### config.mk
export PLATFORM = sky130hd
export DESIGN_NAME = mux2_stream_arbiter
export DESIGN_NICKNAME = d
export VERILOG_FILES = /design/src/rtl/mux2_stream_arbiter_pkg.sv /design/src/rtl/mux2_stream_arbiter_mux2_bus.sv /design/src/rtl/mux2_stream_arbiter.sv
export SDC_FILE = /design/constraint.sdc
export NUM_CORES = 1
export LEC_CHECK = 0
export CORE_MARGIN = 1.5
export CORE_UTILIZATION = 45
export DETAILED_ROUTE_END_ITERATION = 6
export PLACE_DENSITY = 0.84
export SLEW_MARGIN = 20
export SYNTH_ARGS = -nofsm -noshare
export SYNTH_HDL_FRONTEND = slang
export SYNTH_SLANG_ARGS = --single-unit
### constraint.sdc
create_clock -name clk -period 3.6 [get_ports clk]
set_input_delay 0.72 -clock clk [delete_from_list [all_inputs] [get_ports clk]]
set_output_delay 0.72 -clock clk [all_outputs]
set_load 0.01 [all_outputs]
### src/rtl/mux2_stream_arbiter_pkg.sv
// Shared types for the two-producer stream arbiter: FSM state encoding and a
// small helper that maps a granted input index to its GRANT state.
package mux2_stream_arbiter_pkg;

  typedef enum logic [1:0] {
    IDLE   = 2'd0,
    GRANT0 = 2'd1,
    GRANT1 = 2'd2
  } arb_state_t;

  function automatic arb_state_t grant_state(input logic who);
    return who ? GRANT1 : GRANT0;
  endfunction

endpackage

### src/rtl/mux2_stream_arbiter_mux2_bus.sv
// WIDTH-wide combinational 2:1 mux; s = 0 selects a, s = 1 selects b.
module mux2_bus #(
  parameter int WIDTH = 8
) (
  input  logic [WIDTH-1:0] a,
  input  logic [WIDTH-1:0] b,
  input  logic             s,
  output logic [WIDTH-1:0] y
);

  assign y = s ? b : a;

endmodule

### src/rtl/mux2_stream_arbiter.sv
// Round-robin arbiter for two valid/ready producers sharing one registered
// output stream; grants bursts of up to MAX_BURST beats and drives the mux select.
module mux2_stream_arbiter
  import mux2_stream_arbiter_pkg::*;
#(
  parameter int WIDTH     = 8,
  parameter int MAX_BURST = 4
) (
  input  logic             clk,
  input  logic             rst_n,
  input  logic             in0_valid,
  input  logic [WIDTH-1:0] in0_data,
  output logic             in0_ready,
  input  logic             in1_valid,
  input  logic [WIDTH-1:0] in1_data,
  output logic             in1_ready,
  output logic             out_valid,
  output logic [WIDTH-1:0] out_data,
  input  logic             out_ready,
  output logic             sel,
  output logic             busy
);

  localparam int                CNT_W    = $clog2(MAX_BURST + 1);
  localparam logic [CNT_W-1:0]  CNT_LAST = CNT_W'(MAX_BURST);

  arb_state_t       state_q, state_d;
  logic             last_grant_q, last_grant_d;
  logic [CNT_W-1:0] cnt_q, cnt_d;
  logic             out_valid_q, out_valid_d;
  logic [WIDTH-1:0] out_data_q, out_data_d;
  logic [WIDTH-1:0] mux_y;
  logic             winner;

  logic space, granted, cur_valid, accept;

  // last_grant always names the granted input while in GRANTx, so it doubles
  // as both the mux select and the selector of the active producer's valid.
  assign space     = !out_valid_q || out_ready;
  assign granted   = (state_q != IDLE);
  assign cur_valid = last_grant_q ? in1_valid : in0_valid;
  assign accept    = granted && cur_valid && space;

  assign in0_ready = (state_q == GRANT0) && space;
  assign in1_ready = (state_q == GRANT1) && space;
  assign sel       = last_grant_q;
  assign out_valid = out_valid_q;
  assign out_data  = out_data_q;
  assign busy      = granted || out_valid_q;

  mux2_bus #(.WIDTH(WIDTH)) u_mux (
    .a (in0_data),
    .b (in1_data),
    .s (last_grant_q),
    .y (mux_y)
  );

  always_comb begin
    // NOTE: every signal written here gets a default first, so no path can
    // leave one unassigned and infer a latch.
    state_d      = state_q;
    last_grant_d = last_grant_q;
    cnt_d        = cnt_q;
    out_valid_d  = out_valid_q;
    out_data_d   = out_data_q;
    winner       = last_grant_q;

    unique case (state_q)
      IDLE: begin
        if (in0_valid || in1_valid) begin
          winner       = (in0_valid && in1_valid) ? !last_grant_q : in1_valid;
          state_d      = grant_state(winner);
          last_grant_d = winner;
          cnt_d        = '0;
        end
      end
      GRANT0, GRANT1: begin
        if (!cur_valid) begin
          state_d = IDLE;
        end else if (accept) begin
          cnt_d = cnt_q + CNT_W'(1);
          if (cnt_d == CNT_LAST) state_d = IDLE;
        end
      end
      default: state_d = IDLE;
    endcase

    // A same-cycle drain and accept simply reloads the register.
    if (accept) begin
      out_valid_d = 1'b1;
      out_data_d  = mux_y;
    end else if (out_ready) begin
      out_valid_d = 1'b0;
    end
  end

  // NOTE: state updates use non-blocking assignments so every register samples
  // the values from before this edge, independent of statement order.
  always_ff @(posedge clk or negedge rst_n) begin
    if (!rst_n) begin
      state_q      <= IDLE;
      last_grant_q <= 1'b1;
      cnt_q        <= '0;
      out_valid_q  <= 1'b0;
      // NOTE: the payload register is reset too, so out_data reads a defined
      // zero after reset rather than leftover data.
      out_data_q   <= '0;
    end else begin
      state_q      <= state_d;
      last_grant_q <= last_grant_d;
      cnt_q        <= cnt_d;
      out_valid_q  <= out_valid_d;
      out_data_q   <= out_data_d;
    end
  end

endmodule

**Run 1: the clock network**

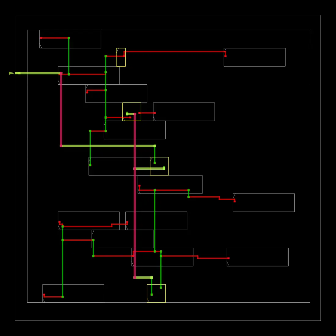
clk_skew: 6.59 ps
clock sink total: 15
clock buf count: 4

**Run 1: cells coloured by class**

(8 px per µm) Fill, decap, tap and diode cells in grey.
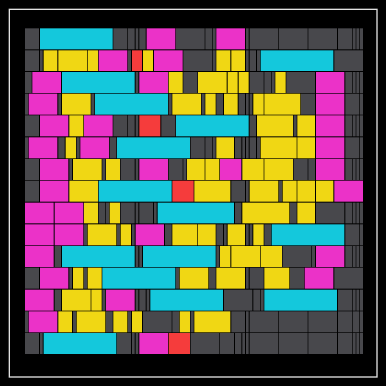
| colour | class | cells |
|---|---|---|
| cyan | registers | 15 |
| yellow | remaining logic cells | 62 |
| magenta | remaining buffers and delay cells | 34 |
| red | clock drivers and dummy loads | 4 |

**Run 1: clock wires, drivers and flops**

(10 px per µm)
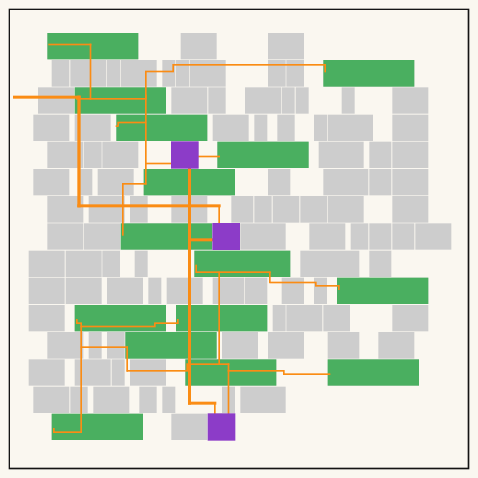
[purple] clock-net drivers | count: 3
[green] flip-flops | count: 15
[orange] clock wires | length: 218 µm
routed clock nets: 4

==> run summary, run 1 <==
Here are the numbers from the latest Yosys + OpenROAD run.

The type of the tightest min-delay check is reg2reg. The overall overflow remaining after global route is 0. The multi-input combinational cell area came out at 422 µm².

The net count of the finished layout is 142. The total routing resource utilization after global routing is 20.1%. The final estimated routing congestion in global placement came out at 0.780. Synthesis produced a netlist with a net count of 106. The global-route wire length before repair came out at 2920 µm. The area of the die is 0.00210 mm². The count of inserted antenna diode cells is 0.

The worst setup slack after layout came out at 880 ps. The count of warnings emitted by yosys is 0. The boundary pin count came out at 34.

The sequential share of cell area came out at 31.3%. The post-synth area from yosys stat came out at 823 µm². The post-CTS setup buffer count is 0. For the finished layout, the period the worst path requires is 2720 ps. The average size of a mapped cell is 10.3 µm². Broken down by cell family, the worst path's largest delay share belongs to buffers and inverters. The number of buffer and inverter instances along the worst setup path came out at 2. The register with the most flip-flops in the layout has 8 of them. Counting tap cells, the placed design contains a total of 136 instances. The arithmetic-cell share of the synthesized area counting full adders, half adders and majority gates is 7.60%. The relative area of non-clock buffer cells in the final design is 28.0%. The largest total area in the synthesized netlist belongs to sky130_fd_sc_hd__dfrtp_1. The run finished with clean final reports.

Summing the areas of all and, or, nand and nor instances in the mapped netlist gives 16.1% of the synthesized area.
==> run 1: power breakdown <==
part	total, mW	internal, mW	switching (mW)
clock	0.100	0.0431	0.0571
sequential	0.324	0.250	0.0735
combinational	0.490	0.267	0.223
==> run 1: routing by layer <==
metal	track usage [%]	part of all wire (%)	vias to the layer above
met5	0	0	-
met4	10.9	2.1	0
met3	7.94	8.6	5
met2	33.5	47	34
met1	21.8	42	336
li1	-	-	355
==> run 1: final timing paths <==
kind                                 from     endpoint  slack [ps]  cells past startpoint
max in group asynchronous           rst_n  out_data[5]        2340                      1
worst max register to register        sel     cnt_q[2]        1620                      5
worst max-delay path            out_ready    in1_ready         880                      4
worst min register to register   cnt_q[0]     cnt_q[0]         530                      1
min in group asynchronous           rst_n     cnt_q[2]         830                      1
worst min-delay path             cnt_q[0]     cnt_q[0]         530                      1
**Run 1: signal wires on met2**

(10 px per µm) Cells faint in the background.
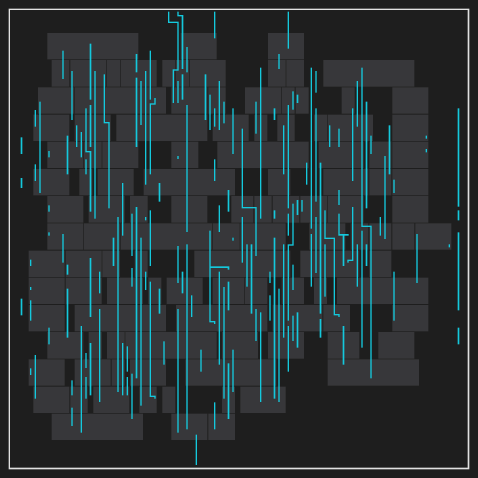

==> run 1 -> run 2 <==
- CORE_UTILIZATION: 45 -> 37
- PLACE_DENSITY: 0.84 -> 0.73
- clock period: 3.6 -> 2.5 ns (I/O delays scaled with it)
**Run 2: signal wires on met2**

(10 px per µm) Cells faint in the background.
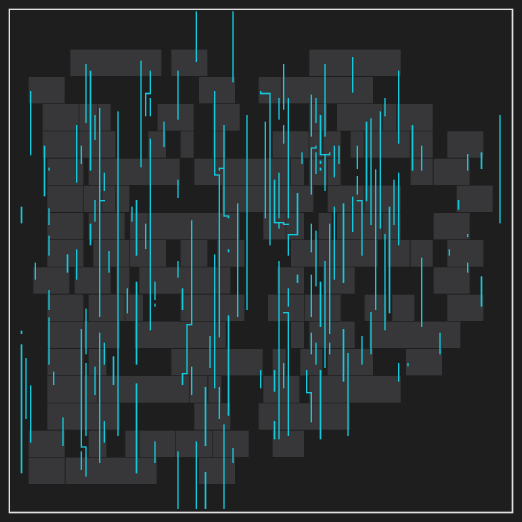
main direction: vertical
wire length on this layer: 802 µm
nets with wire on the layer: 114
share of all routed wire: 48%

==> run 2 against run 1 <==
Compared with the run above: flip-flop count unchanged; combinational power increased by 42%; global-route usage decreased by 4.9 points; hold slack improved by 1.4 ps; wire length decreased by 2.8%; count of clock-buffer cells in the layout unchanged; first-iteration DRC count decreased by 17%; die size increased by 20%; area after synthesis unchanged; total power increased by 42%; via count decreased by 2.7%.
==> run summary, run 2 <==
Here are the numbers from the latest Yosys + OpenROAD run.

STA lists the endpoint of the worst register-to-register path as cnt_q[2]. The number of clock buffers added by TritonCTS is 3. Hold analysis lists the worst path endpoint as cnt_q[0].

The boundary pin count came out at 34. Hold analysis shows the worst path with a depth of 1. The flow ran to the end, and the final reports show no timing, DRC or antenna violations.

STA classifies the critical path endpoint as a primary output. The final timing report lists a max-slew violation count of 0. The synthesis-to-finish area growth is 46.7%. Once placement completed, the tool counted placed cells totaling 138. The post-synth area from yosys stat is 823 µm². The relative area of non-clock buffer cells in the final design came out at 28.0%. The layout report lists the multi-input gate area as 422 µm². The number of stages on the worst setup path came out at 4. The worst register-to-register path begins at sel.

The number of clock-tree buffers in the layout is 4. The post-synth net total came out at 106. The average instance in the mapped netlist occupies 10.3 µm². Per the GRT congestion report, total overflow comes to 0. The number of clock sinks came to 15. Ranked by total cell area, the synthesized netlist is headed by sky130_fd_sc_hd__dfrtp_1 (43%), sky130_fd_sc_hd__mux2i_1 (12%), sky130_fd_sc_hd__ha_1 (7.6%).

The share of cells above drive strength 1 came out at 6.09%. The sequential share of cell area is 31.2%. The final estimated routing congestion in global placement came out at 0.772. The post-CTS setup buffer count came out at 0. The number of antenna diodes in the final layout is 0. The total routing resource utilization after global routing came out at 15.2%.

For this run, the post-layout net count is 142. Yosys instantiated no cell more often than sky130_fd_sc_hd__dfrtp_1. The area of the die came out at 0.00252 mm².

The gate family responsible for the most delay along the worst path is buffers and inverters. The flip-flop count of the largest register, all copies and words added came out at 8. The worst register-to-register path has a setup slack of 590 ps. After layout, the worst setup slack is 220 ps.

The worst min-delay path startpoint is cnt_q[0]. The global-route wire length before repair is 2880 µm. The count of warnings emitted by yosys is 0.

Following the worst setup path forward leads to its endpoint at in0_ready. The number of cells in Yosys stat is 80. The final period demand of the worst path came out at 2280 ps. The script computed a power per unit cell area of 1080 mW/mm². The type recorded for the worst min-delay path is reg2reg. The number of buffer and inverter instances along the worst setup path came out at 2. The final timing report lists clock skew as 5.92 ps.
[run 2: cell counts after synthesis]
No cell type changed its count.
[run 2: cell families (layout without fill, tap and decap cells)]
group | after synthesis | count (layout) | share of synthesized area (%)
compound gates | 19 | 19 | 14.3
xor+xnor | 1 | 1 | 1.06
fa+ha+maj | 5 | 5 | 7.60
buf+inv | 6 | 41 | 3.04
flops | 15 | 15 | 45.7
mux | 10 | 10 | 12.2
simple gates | 24 | 24 | 16.1
[run 2: where the power goes]
part           leakage, nW  internal (mW)  switching [mW]
logic                0.363          0.385           0.310
registers            0.177          0.361           0.108
clock network       0.0150         0.0618          0.0752
[run 2: layer usage]
metal	vias up	global-route usage (%)	wire, µm
met1	323	16.9	697
met5	-	0	0
met2	32	26.8	801
li1	353	-	-
met4	0	6.94	10
met3	2	4.17	144
Power and IR drop assume default switching activity.
